==> config.mk <==
export PLATFORM = sky130hd
export DESIGN_NAME = gpio_port_arbiter
export DESIGN_NICKNAME = d
export VERILOG_FILES = /design/src/rtl/gpio_arb_pkg.sv /design/src/rtl/gpio_rr_arbiter.sv /design/src/rtl/gpio_port_arbiter.sv
export SDC_FILE = /design/constraint.sdc
export NUM_CORES = 1
export LEC_CHECK = 0
export ABC_AREA = 1
export CORE_MARGIN = 2
export CORE_UTILIZATION = 30
export CTS_CLUSTER_SIZE = 24
export DETAILED_ROUTE_END_ITERATION = 8
export HOLD_SLACK_MARGIN = 0.02
export PLACE_DENSITY = 0.62
export SLEW_MARGIN = 20
export SYNTH_ARGS = -nofsm -noshare
export SYNTH_HDL_FRONTEND = slang
export SYNTH_SLANG_ARGS = --single-unit
==> constraint.sdc <==
create_clock -name clk -period 3.4 [get_ports clk]
set_clock_uncertainty 0.05 [all_clocks]
set_input_delay 0.34 -clock clk [delete_from_list [all_inputs] [get_ports clk]]
set_output_delay 0.34 -clock clk [all_outputs]
set_load 0.005 [all_outputs]
### Sequential cells colored by netlist name

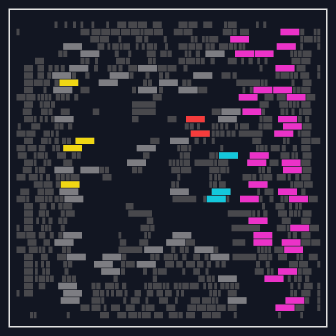
Yellow stands for avm_byteenable, sequential cells 4, where left middle. Cyan stands for state_reg, sequential cells 3. Red stands for gnt_reg, sequential cells 2. Magenta stands for rsp_rdata, sequential cells 32, where a column on the right.
Another 41 sequential cells are not colored.
Flop area: 0.00164 mm^2
Seq/total area: 27.2%
seq pwr: 1.12 mW
fin util: 47.4%

### Supply network

Pins as bars on the die edge.
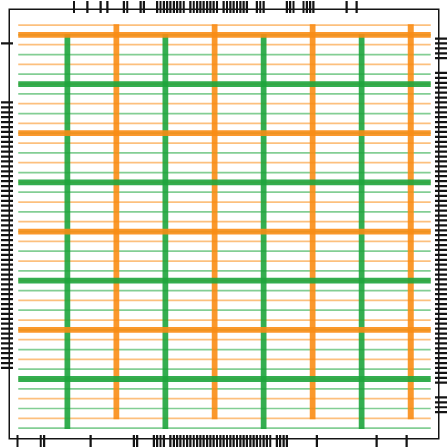
Green stands for VSS. Orange stands for VDD.
223 signal pins sit on the boundary. The core has 41 rows. 8 straps on met5. 42 met1 rails follow the rows.
Die Wd: 118 um
core area: 0.0127 mm^2

### Selected gate families

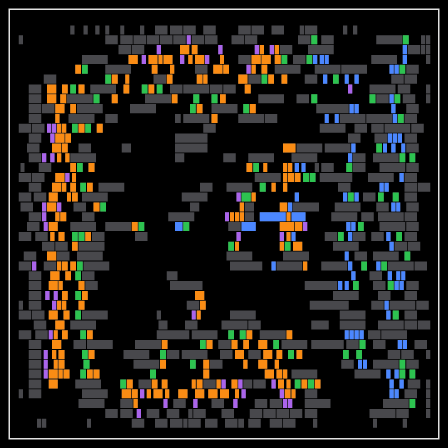
Orange stands for NAND gates, cells 180, most used nand3_1. Blue stands for NOR gates, cells 74, most used nor2_1, where a column on the right. Purple stands for inverters, cells 46, most used inv_1. Green stands for inverting AOI/OAI gates, cells 79, most used a21oi_1, where spread over the die.
fin cells: 876
Top cell excl fill/tap: clkdlybuf4s50_1
fraction of area in multi-input gates: 29.6%

==> impl_metrics.toml <==
# generated from flow reports
[outcome]
status = "finished, final reports clean"

[drt]
drt_iter0_drc = 211
finalWirelength_um = 11100
wl_per_cell_um = 12.7
via_count = 3938
drt-vias-per-instance = 4.50
ant_nets = 0
firstDrtPassIters = 5
drcViolationCount = 0

[global_route]
grt_max_degree = 46
grt.total_usage_pct = 15.7
antenna_found_initial = 0
grt_pass1_vias = 3769
overflow = 0
grt_pass1_wl_um = 18100

[run]
drv_cap = 0
tool_warnings = 27

[layout]
fin_area_mm2 = 0.00603
n_antenna_cell = 0
nNetsFinal = 814
drive_above_1_share_pct = 3.98
syn_to_final_growth_pct = 53.5

[worst_setup_path]
crit_fanout = 23
r2r_cells = 6
rrSetupSlack_ps = 1470
slowest_delay_ps = 560
crit_path_frequent_cell = "nand2_1"
crit_required_ps = 3600
worstPathArrival_ps = 2290
crit_path_start_kind = "input port"
end_kind = "flop"
path_cells = "clkdlybuf4s50_1 > inv_1 > nand2_1 > nand2_1 > buf_4 > nand2_1 > nand3_1 > a21oi_1"

[pwr]
switchingPower_mw = 0.753
p_comb_share_pct = 25.7
power_frac_seq_pct = 40.0
swShare_pct = 27.0
ir_worst_vdd_uv = 237
p_clk_share_pct = 34.3
power.density_mw_per_mm2 = 463
total_power_mw = 2.79
p_leak_nw = 2.44
internal_power_mw = 2.04

[timing]
rsz0062_at_grt = "no"
finalHoldViolCount = 0
setup_viol = 0
worst_slew_pin_slew_ps = 960
setup_tns_ps = 0
fmax_mhz = 479
slew_violations = 0
period_needed_ps = 2090
setup_slack_ps = 1310
hold_ws_ps = 413
slew_headroom_pct = 35.9

[floorplan]
fp_util_pct = 30.9
die_area_mm2 = 0.0140
rows = 41
io_pins = 223

[logic_synthesis]
synth.avg_cell_area_um2 = 7.35
synthDistinctLibCells = 23
edf_count = 0
top_cells_by_count = "dfxtp_1, nand3_1, nor2_1"
yosysTopAreaCellShare_pct = 41.8
yosys_area_mm2 = 0.00393
yosysWarnings = 0
ys_seq_share_pct = 41.8
flop_cell = "dfxtp_1"
ys_cells = 534
top_cell = "dfxtp_1"
yosysTopAreaCell = "dfxtp_1"
ys.flops = 82
synth_area_mm2 = 0.00393
synthCells = 534

[placed_design]
dp.cells = 860
dp_hpwl_um = 7940
dp_slack_ps = 912
gp_congestion = 0.753
placed_area_mm2 = 0.00573
io_buffers = 188

[worst_hold_path]
worstHoldPathCells = 2
min_path_type = "reg -> reg"

[clocking]
cts_buffer_depth = 2
root_buffer = "clkbuf_16"
insertion_delay_ps = 330
cts_resized = 0
cts_setup_buffers = 0
cts_tree = "done"
htreeDepth = 3
clk_pin_slew_ps = 60
cts_num_sinks = 82
cts_buffers = 9
metal layers:
| metal | vias up | GRT usage [%] | share of wire (%) |
|---|---|---|---|
| li1 | 1998 | - | - |
| met1 | 1771 | 18.0 | 42 |
| met2 | 159 | 27.8 | 49 |
| met3 | 10 | 4.63 | 7.8 |
| met4 | 0 | 5.43 | 1.2 |
| met5 | - | 0 | 0 |
critical path: cells and delay by family:
family,cells,cell delay [ps]
buffers and inverters,3,1050
AOI/OAI and AO/OA,1,180
and+or+nand+nor,4,710
cell usage in the layout (no fill, tap or decap), drive strengths merged:
cell             n
o211ai           1
dfxtp           82
nor2b            1
nor2            73
clkdlybuf4s50  187
buf              6
clkbuf          12
inv             46
bufinv           1
conb            33
o21a             1
clkinvlp         1
o21ai           33
a21oi           45
clkinv           2
nand2           57
nand3           82
nand3b          41
power by group through the flow:
stage               Combinational [mW]  Sequential, mW  Clock, mW
detailed placement               0.727            1.14          0
global placement                 0.719            1.14          0
floorplan                        0.375            1.14          0
CTS                              0.730            1.12      0.995
finish                           0.717            1.12      0.959
global route                     0.800            1.13       1.04
logic make-up after synthesis:
logic type	share of synthesized area (%)
flops	41.8
buf+inv	15.7
compound gates	10.3
other cells	0.0955
simple gates	32.0
layout make-up:
| cell class | count | area [um^2] |
|---|---|---|
| clock buffer | 12 | 246 |
| clock inverter | 4 | 51.3 |
| fill | 1318 | 6690 |
| inverter | 46 | 173 |
| multi-input combinational | 367 | 1790 |
| sequential | 82 | 1640 |
| tap | 172 | 215 |
| timing repair buffer | 193 | 1910 |
Power and IR drop assume default switching activity.
